<file path="src/rtl/intersection_phase_scheduler.sv">
// Two-way intersection phase sequencer: timed green/yellow/all-red phases with
// demand-held greens and an exclusive all-red pedestrian WALK phase.
module intersection_phase_scheduler #(
    parameter int unsigned TW         = 8,
    parameter int unsigned GREEN_CYC  = 8,
    parameter int unsigned YELLOW_CYC = 3,
    parameter int unsigned ALLRED_CYC = 2,
    parameter int unsigned WALK_CYC   = 6
) (
    input  logic       clk,
    input  logic       reset,
    input  logic       ns_car,
    input  logic       ew_car,
    input  logic       ped_req,
    output logic [1:0] ns_light,
    output logic [1:0] ew_light,
    output logic       walk,
    output logic       ped_ack,
    output logic [2:0] phase
);

    typedef enum logic [2:0] {
        ST_ALLRED = 3'd0,
        ST_NS_GRN = 3'd1,
        ST_NS_YEL = 3'd2,
        ST_EW_GRN = 3'd3,
        ST_EW_YEL = 3'd4,
        ST_WALK   = 3'd5
    } state_e;

    localparam logic [1:0] LIGHT_RED    = 2'b00;
    localparam logic [1:0] LIGHT_YELLOW = 2'b01;
    localparam logic [1:0] LIGHT_GREEN  = 2'b10;

    // Timer reload values: each timed state lasts exactly <state>_CYC cycles
    localparam logic [TW-1:0] GREEN_LD  = TW'(GREEN_CYC - 1);
    localparam logic [TW-1:0] YELLOW_LD = TW'(YELLOW_CYC - 1);
    localparam logic [TW-1:0] ALLRED_LD = TW'(ALLRED_CYC - 1);
    localparam logic [TW-1:0] WALK_LD   = TW'(WALK_CYC - 1);

    localparam logic DIR_NS = 1'b0;
    localparam logic DIR_EW = 1'b1;

    state_e        state_q, state_d;
    logic [TW-1:0] tmr_q, tmr_d;
    logic          next_dir_q, next_dir_d;
    logic          ped_pending_q, ped_pending_d;
    logic          ped_ack_q, ped_ack_d;
    logic          tmr_done;

    assign tmr_done = (tmr_q == '0);

    always_ff @(posedge clk or posedge reset) begin
        if (reset) begin
            state_q       <= ST_ALLRED;
            tmr_q         <= ALLRED_LD;
            next_dir_q    <= DIR_NS;
            ped_pending_q <= 1'b0;
            ped_ack_q     <= 1'b0;
        end else begin
            state_q       <= state_d;
            tmr_q         <= tmr_d;
            next_dir_q    <= next_dir_d;
            ped_pending_q <= ped_pending_d;
            ped_ack_q     <= ped_ack_d;
        end
    end

    // Next-state, timer and pedestrian-latch logic
    always_comb begin
        state_d       = state_q;
        tmr_d         = tmr_done ? tmr_q : tmr_q - TW'(1);
        next_dir_d    = next_dir_q;
        ped_pending_d = ped_pending_q | (ped_req & (state_q != ST_WALK));
        ped_ack_d     = 1'b0;

        case (state_q)
            ST_ALLRED: begin
                if (tmr_done) begin
                    if (ped_pending_q) begin
                        state_d       = ST_WALK;
                        tmr_d         = WALK_LD;
                        ped_pending_d = 1'b0;
                        ped_ack_d     = 1'b1;
                    end else begin
                        state_d = (next_dir_q == DIR_EW) ? ST_EW_GRN : ST_NS_GRN;
                        tmr_d   = GREEN_LD;
                    end
                end
            end
            ST_WALK: begin
                if (tmr_done) begin
                    state_d = (next_dir_q == DIR_EW) ? ST_EW_GRN : ST_NS_GRN;
                    tmr_d   = GREEN_LD;
                end
            end
            ST_NS_GRN: begin
                if (tmr_done && (ew_car || ped_pending_q)) begin
                    state_d = ST_NS_YEL;
                    tmr_d   = YELLOW_LD;
                end
            end
            ST_EW_GRN: begin
                if (tmr_done && (ns_car || ped_pending_q)) begin
                    state_d = ST_EW_YEL;
                    tmr_d   = YELLOW_LD;
                end
            end
            ST_NS_YEL: begin
                if (tmr_done) begin
                    state_d    = ST_ALLRED;
                    tmr_d      = ALLRED_LD;
                    next_dir_d = DIR_EW;
                end
            end
            ST_EW_YEL: begin
                if (tmr_done) begin
                    state_d    = ST_ALLRED;
                    tmr_d      = ALLRED_LD;
                    next_dir_d = DIR_NS;
                end
            end
            default: begin
                state_d = ST_ALLRED;
                tmr_d   = ALLRED_LD;
            end
        endcase
    end

    // Moore light decode straight from the state register
    always_comb begin
        ns_light = LIGHT_RED;
        ew_light = LIGHT_RED;
        walk     = 1'b0;
        case (state_q)
            ST_NS_GRN: ns_light = LIGHT_GREEN;
            ST_NS_YEL: ns_light = LIGHT_YELLOW;
            ST_EW_GRN: ew_light = LIGHT_GREEN;
            ST_EW_YEL: ew_light = LIGHT_YELLOW;
            ST_WALK:   walk     = 1'b1;
            default:   ;
        endcase
    end

    assign ped_ack = ped_ack_q;
    assign phase   = state_q;

endmodule
</file>
<file path="config.mk">
export PLATFORM = sky130hd
export DESIGN_NAME = intersection_phase_scheduler
export DESIGN_NICKNAME = d
export VERILOG_FILES = /design/src/rtl/intersection_phase_scheduler.sv
export SDC_FILE = /design/constraint.sdc
export NUM_CORES = 1
export LEC_CHECK = 0
export ABC_CLOCK_PERIOD_IN_PS = 3500
export CORE_MARGIN = 2
export CORE_UTILIZATION = 40
export DETAILED_ROUTE_END_ITERATION = 12
export SLEW_MARGIN = 20
export SYNTH_ARGS = -nofsm -noshare
export SYNTH_HDL_FRONTEND = slang
export SYNTH_SLANG_ARGS = --single-unit
export TNS_END_PERCENT = 1
</file>
<file path="constraint.sdc">
create_clock -name clk -period 3.5 [get_ports clk]
set_input_delay 0.35 -clock clk [delete_from_list [all_inputs] [get_ports clk]]
set_output_delay 0.35 -clock clk [all_outputs]
set_load 0.01 [all_outputs]
</file>
Placed cells, one color a class:
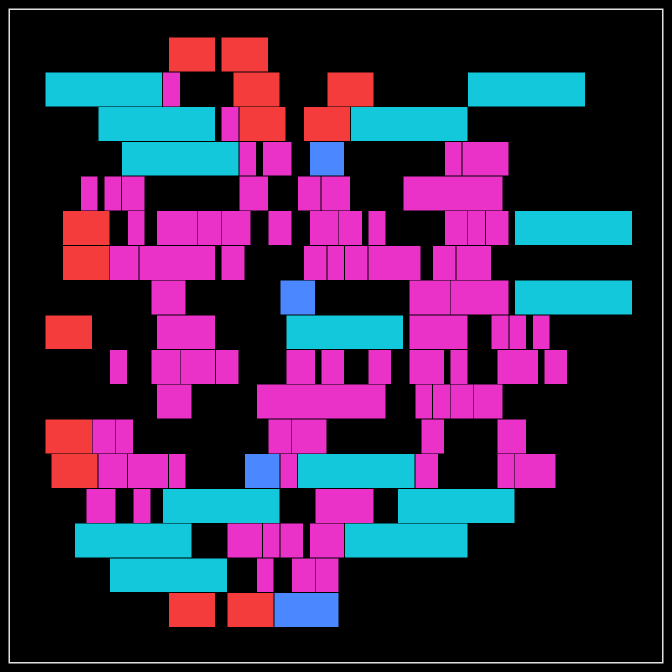
flip-flops -> cyan  # cells 14, share of their area 34%
other buffers and delay cells -> red  # cells 13, share of their area 13%
all other logic -> magenta  # cells 81, share of their area 50%
clock drivers and dummy loads -> blue  # cells 4, share of their area 3.5%

==> out/summary.txt <==
Clk pwr share -> 0.145
Clk. pwr -> 117 µW
Number of fill cells -> 207
CTS tree -> yes
Number of max-cap violations -> 0
Clk_skew -> 0.004542 ns
Worst Reg-to-Reg Cells -> 7
Area Overhead vs Synth -> 21.02%
Layout clock buffer count -> 4
Synth area leader -> dfrtp_1
Leakage -> 0.0004638 µW
Synth cell types -> 39
CTS Buffer Depth -> 2
Fin cells -> 140
Tot Pwr -> 810.4 µW
Fmax -> 439.8 MHz
Hold_buf cts -> 0
Bufs w/o clock -> 13
Post-synth ARST share -> 1.000
Wl on met1 -> 883 µm
Worst Hold Class -> in -> async
Yosys cell count -> 99
DRC -> 0
RSZ-0062 raised after global routing -> no
First-pass GRT wire length -> 3401 µm
Most frequent cells in the layout -> clkdlybuf4s50_1, dfrtp_1, a21oi_1
Core area -> 2148 µm²
Hold WS -> 0.4113 ns
# diodes -> 0
Met2 WL -> 958 µm
Placed Cells -> 136
Mapped Area -> 887.1 µm²
Most common cell in the netlist -> dfrtp_1
Top power group -> combinational cells
Largest net degree at the start of global routing -> 16
Logic gate share of total power -> 0.450
Area of the multi-input gates -> 494.2 µm²
Syn Inst Count -> 99
Status -> completed
Cell mode on critical path -> nor2b_1
RD Place Congestion -> 0.7965
Final Net Count -> 120
Synth top cells by count -> dfrtp_1, a21oi_1, nor2_1
Combinational gates -> 74
Vias in the first global route -> 746
Seq cells -> 14
Clk pin slew, worst setup/hold paths -> 0.09 ns
Combinational share of cell area -> 0.4604
Sequential cell area -> 351.6 µm²
Layout cell share with drive strength beyond 1 -> 0.1250
Synth Area in Simple Gates -> 0.2680
Tmin final -> 2.274 ns
Post-CTS setup buffer count -> 0
Post-synth EDFFs -> 0
Total global routing overflow -> 0
Detailed Route WL -> 1903 µm
Total GRT Usage -> 0.1755
Top Metal Used -> met4
Seq group -> 329 µW
Via count -> 751
Clock distribution:
The bar under the picture is 20 µm long.
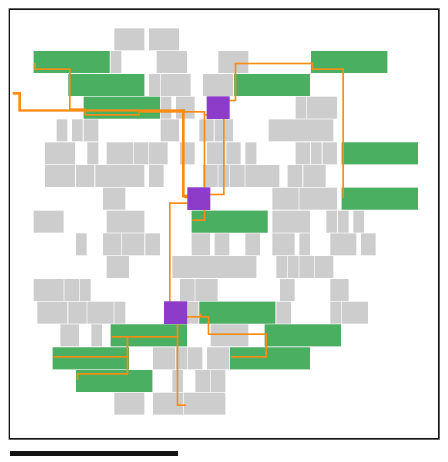
clock wires -> orange  # length 201 µm
cells driving clock nets -> purple  # count 3
flip-flops -> green  # count 14
flops lie = spread over the die
routed clock nets = 4

## state kept, by name (all words and copies together), names as in the netlist
register	flops
next_dir_q	1
ped_pending_q	1
ped_ack	1
tmr_q	8
phase	3
## per-stage QoR
step	util	cell area, µm²
finish	0.4997	1074
global placement	0.4828	1037
detailed placement	0.4828	1037
CTS	0.4997	1074
floorplan	-	887.1
global route	0.4997	1074
## worst max-delay path: cells and delay by family (launching register included)
family / cells / cell delay, ns
buf+inv: 1 / 0.55
flops: 1 / 0.62
simple gates: 2 / 0.48
## layer usage
metal,global-route usage,up-vias
met5,0,-
met4,0.05405,0
met3,0.03509,2
met2,0.2944,10
met1,0.2263,358
li1,-,381
No activity file was given, so power comes from the tool's default toggle rates.
